### src/rtl/bound_flasher_gen.sv
// Bound flasher: runs a thermometer-coded lamp bar through three fill/drain passes per flick.
// Kickbacks at the inner bounds re-run a pass. A prescaler paces the steps, and hold freezes the sequence.
module bound_flasher_gen #(
    parameter int N_LAMPS  = 16,
    parameter int B1       = 6,
    parameter int B2       = 11,
    parameter int STEP_DIV = 1,
    localparam int LW      = $clog2(N_LAMPS + 1)
) (
    input  logic               clk,
    input  logic               rst_n,
    input  logic               flick,
    input  logic               hold,
    output logic [N_LAMPS-1:0] lamp,
    output logic [LW-1:0]      level,
    output logic               busy,
    output logic               done
);

    if (N_LAMPS < 3 || B1 < 1 || B1 >= B2 || B2 >= N_LAMPS || STEP_DIV < 1) begin : g_bad_params
        $error("bound_flasher_gen: illegal N_LAMPS/B1/B2/STEP_DIV combination");
    end

    localparam int PW = (STEP_DIV > 1) ? $clog2(STEP_DIV) : 1;
    localparam logic [LW-1:0] LV_B1   = LW'(B1);
    localparam logic [LW-1:0] LV_B2   = LW'(B2);
    localparam logic [LW-1:0] LV_MAX  = LW'(N_LAMPS);
    localparam logic [PW-1:0] PS_LAST = PW'(STEP_DIV - 1);

    typedef enum logic [2:0] {IDLE, UP1, DN1, UP2, DN2, UP3, DN3, DNK} state_t;

    state_t               state_q, state_d;
    logic [LW-1:0]        level_q, level_d, lvl_new;
    logic [PW-1:0]        presc_q, presc_d;
    logic [N_LAMPS-1:0]   lamp_q, lamp_d;
    logic                 done_q, done_d;
    logic                 step, is_up;

    // NOTE: every signal written here gets a default first, so no path can infer a latch.
    always_comb begin
        state_d = state_q;
        level_d = level_q;
        presc_d = presc_q;
        done_d  = 1'b0;
        lvl_new = level_q;
        is_up   = (state_q == UP1) || (state_q == UP2) || (state_q == UP3);
        step    = !hold && (state_q != IDLE) && (presc_q == PS_LAST);

        if (!hold) begin
            if (state_q == IDLE) begin
                if (flick) begin
                    state_d = UP1;
                    level_d = LW'(1);
                    presc_d = '0;
                end
            end else if (presc_q == PS_LAST) begin
                presc_d = '0;
                lvl_new = is_up ? level_q + LW'(1) : level_q - LW'(1);
                level_d = lvl_new;
                // Transitions look at the level this edge produces, not the old one.
                case (state_q)
                    UP1: if (lvl_new == LV_B1) state_d = DN1;
                    DN1: if (lvl_new == '0) state_d = UP2;
                    UP2: begin
                        if (flick && (lvl_new == LV_B1 || lvl_new == LV_B2)) state_d = DNK;
                        else if (lvl_new == LV_B2)                           state_d = DN2;
                    end
                    DN2: if (lvl_new == LV_B1) state_d = UP3;
                    UP3: begin
                        if (flick && lvl_new == LV_B2) state_d = DN2;
                        else if (lvl_new == LV_MAX)    state_d = DN3;
                    end
                    DN3: begin
                        if (lvl_new == '0) begin
                            state_d = IDLE;
                            done_d  = 1'b1;
                        end
                    end
                    DNK: if (lvl_new == '0) state_d = UP2;
                    default: state_d = IDLE;
                endcase
            end else begin
                presc_d = presc_q + PW'(1);
            end
        end

        for (int i = 0; i < N_LAMPS; i++) begin
            lamp_d[i] = (level_d > LW'(i));
        end
    end

    // NOTE: sequential state uses non-blocking assignments so every register samples pre-edge values.
    always_ff @(posedge clk or negedge rst_n) begin
        if (!rst_n) begin
            state_q <= IDLE;
            level_q <= '0;
            presc_q <= '0;
            lamp_q  <= '0;
            done_q  <= 1'b0;
        end else begin
            state_q <= state_d;
            level_q <= level_d;
            presc_q <= presc_d;
            lamp_q  <= lamp_d;
            done_q  <= done_d;
        end
    end

    assign lamp  = lamp_q;
    assign level = level_q;
    assign busy  = (state_q != IDLE);
    assign done  = done_q;

    a_level_max: assert property (@(posedge clk) disable iff (!rst_n) level_q <= LV_MAX);
    a_no_underflow: assert property (@(posedge clk) disable iff (!rst_n) (step && !is_up) |-> (level_q != '0));
    a_no_overflow: assert property (@(posedge clk) disable iff (!rst_n) (step && is_up) |-> (level_q != LV_MAX));

endmodule
### config.mk
export PLATFORM = sky130hd
export DESIGN_NAME = bound_flasher_gen
export DESIGN_NICKNAME = d
export VERILOG_FILES = /design/src/rtl/bound_flasher_gen.sv
export SDC_FILE = /design/constraint.sdc
export NUM_CORES = 1
export LEC_CHECK = 0
export CORE_ASPECT_RATIO = 0.5
export CORE_MARGIN = 4
export CORE_UTILIZATION = 50
export CTS_CLUSTER_SIZE = 40
export DETAILED_ROUTE_END_ITERATION = 10
export GPL_TIMING_DRIVEN = 1
export PLACE_DENSITY_LB_ADDON = 0.12
export SKIP_LAST_GASP = 1
export SLEW_MARGIN = 30
export SYNTH_ARGS = -nofsm -noshare
export SYNTH_HDL_FRONTEND = slang
export SYNTH_SLANG_ARGS = --single-unit
### constraint.sdc
create_clock -name clk -period 3.2 [get_ports clk]
set_input_delay 0.48 -clock clk [delete_from_list [all_inputs] [get_ports clk]]
set_output_delay 0.48 -clock clk [all_outputs]
set_load 0.01 [all_outputs]
Figure 1. Cell placement.
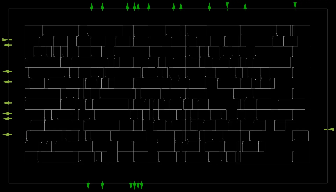
count of sequential standard cells: 25
number of cells in the finished layout apart from fillers: 212
core outline area: 0.00260 mm2

Figure 2. Signal wires on met2.
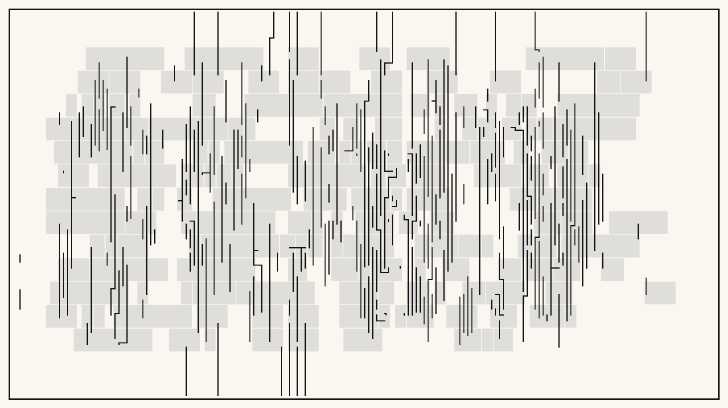
nets with wire on the layer	161
wire length on this layer	1,490 um
main direction	vertical
share of all routed wire	48%
grt met2 use: 29.2%
total wire length: 3120 um
number of vias after detailed routing: 1,159

==> results_slide.txt <==
Flow Results at a Glance

Synthesis
  • Count leader, synth: sky130_fd_sc_hd__dfrtp_1
  • Distinct cell type count after synthesis: 48
  • Largest area contributor in the synthesized netlist: sky130_fd_sc_hd__dfrtp_1
  • Synth warn: 0
  • Xor/xnor share of the synthesized area: 1.91%
  • Adder-cell area share of the yosys netlist: 4.55%
  • Synthesized area divided by synthesized cell count: 9.68 um2
  • Ranking of synthesized cells by area: sky130_fd_sc_hd__dfrtp_1, sky130_fd_sc_hd__nand2_1, sky130_fd_sc_hd__ha_1, sky130_fd_sc_hd__o21ai_0, sky130_fd_sc_hd__inv_1
  • Mux area share: 1.73%
  • Post-synth top area share: 45.5%
  • Post-synthesis cell count: 142
  • EDFF count, synth: 0
  • Synth Flop Type: sky130_fd_sc_hd__dfrtp_1
  • Cell total in the yosys stat output: 142
  • AND-OR/OR-AND share of the synthesized area: 21.1%
  • Yosys stat area: 0.00138 mm2
  • Most instantiated cells after synthesis: sky130_fd_sc_hd__dfrtp_1, sky130_fd_sc_hd__nand2_1, sky130_fd_sc_hd__inv_1, sky130_fd_sc_hd__o21ai_0, sky130_fd_sc_hd__nor2_1

Outcome
  • Result of the run: finished, final reports clean

Min path
  • Class of the most critical hold timing path: in -> async

Critical path
  • Setup slack of the worst register-to-register path: 0.17 ns
  • Critical Path RT: 3.40 ns
  • Family of cells with the greatest summed delay on the critical path: AND-OR/OR-AND gates
  • Reg2reg end: state_q[0]
  • Critical Path Sink: state_q[0]
  • Launching point of the worst reg2reg path: state_q[2]
  • Cell at the slowest stage of the critical path: sky130_fd_sc_hd__or4_4
  • Largest fanout on the critical path: 8
  • Critical path launch point: state_q[2]
  • Endpoint arrival time on the critical path: 3.23 ns
  • Critical path depth in cells: 10
  • Crit path capture type: flop

Die
  • Die area: 0.00370 mm2
  • Floorplan die height: 45.1 um
  • Die W: 82.2 um
  • TAP cells: 37

Finish
  • Post-route cell area: 0.00177 mm2
  • Number of nets in the layout: 185
  • Number of flip-flops under the largest register name: 16
  • Fill count: 216
  • Antenna fix cells: 0
  • Leading cell type in the layout, fill and taps excluded: sky130_fd_sc_hd__clkdlybuf4s50_1
  • Non-clock buffer count in the final layout: 34
  • Flip-flop and latch share of the layout cell area: 35.6%
  • Comb. cell area: 668 um2
  • Non-clk buf share: 18.1%
  • Final Core Density: 67.8%
  • Multi-input gate share of the layout cell area: 37.8%
  • Non-clock inverter total of the final layout: 14
  • Mi-comb count: 98
  • Commonest cells after routing, fill and taps aside: sky130_fd_sc_hd__clkdlybuf4s50_1, sky130_fd_sc_hd__dfrtp_1, sky130_fd_sc_hd__nand2_1

Power and ir drop
  • Maximum vdd drop: 0.000743 V
  • Overall Power: 2.29 mW
  • Top power group: combinational cells
  • Power in combinational cells: 1.51 mW
  • Power share of the clock group: 8.7%
  • Pwr dens: 1300 mW/mm2
  • Switching pwr: 1.05 mW
  • Total clock network power: 0.200 mW
  • Gate power share: 66.0%
  • Sw Ratio: 45.6%
  • Power share of the sequential group: 25.3%

Clocking
  • Source-to-sink clock delay at the later pin of the worst-skew pair: 0.28 ns
  • Clock buffers created by TritonCTS: 3
  • Clock transition at the registers of the reported paths: 0.09 ns
  • CTS sink count: 25
  • H-tree depth: 1
  • Hold bufs inserted after CTS: 0
  • CTS Buffer Depth: 2

Final timing
  • Unrepaired setup endpoints after global routing: no
  • Final Hold Vio Count: 0
  • Transition time at the pin with the least slew margin: 0.476 ns
  • Number of setup violations in the final report: 0
  • Hold Slack: 0.562 ns
  • Maximum clock rate: 0.330 GHz
  • Setup total negative slack: 0 ns

Drt
  • Metal3 WL: 178 um
  • Met2 wire length: 1490 um
  • Top layer in use: met4

Placed design
  • # port buffers: 26
  • Placed cell count: 207
  • Minimum setup slack after placement: 0.137 ns
  • Post-DP Area: 0.00171 mm2
  • Detailed placement HPWL: 2300 um

GRT
  • Initial antenna violation count: 0
  • Number of global-route vias before repair: 1,080
  • Global-route track usage on met1: 25.6%
  • GRT overflow: 0
  • Top Usage Layer GRT: met2
  • Met3 usage: 5.58%
No activity file was given, so power comes from the tool's default toggle rates.
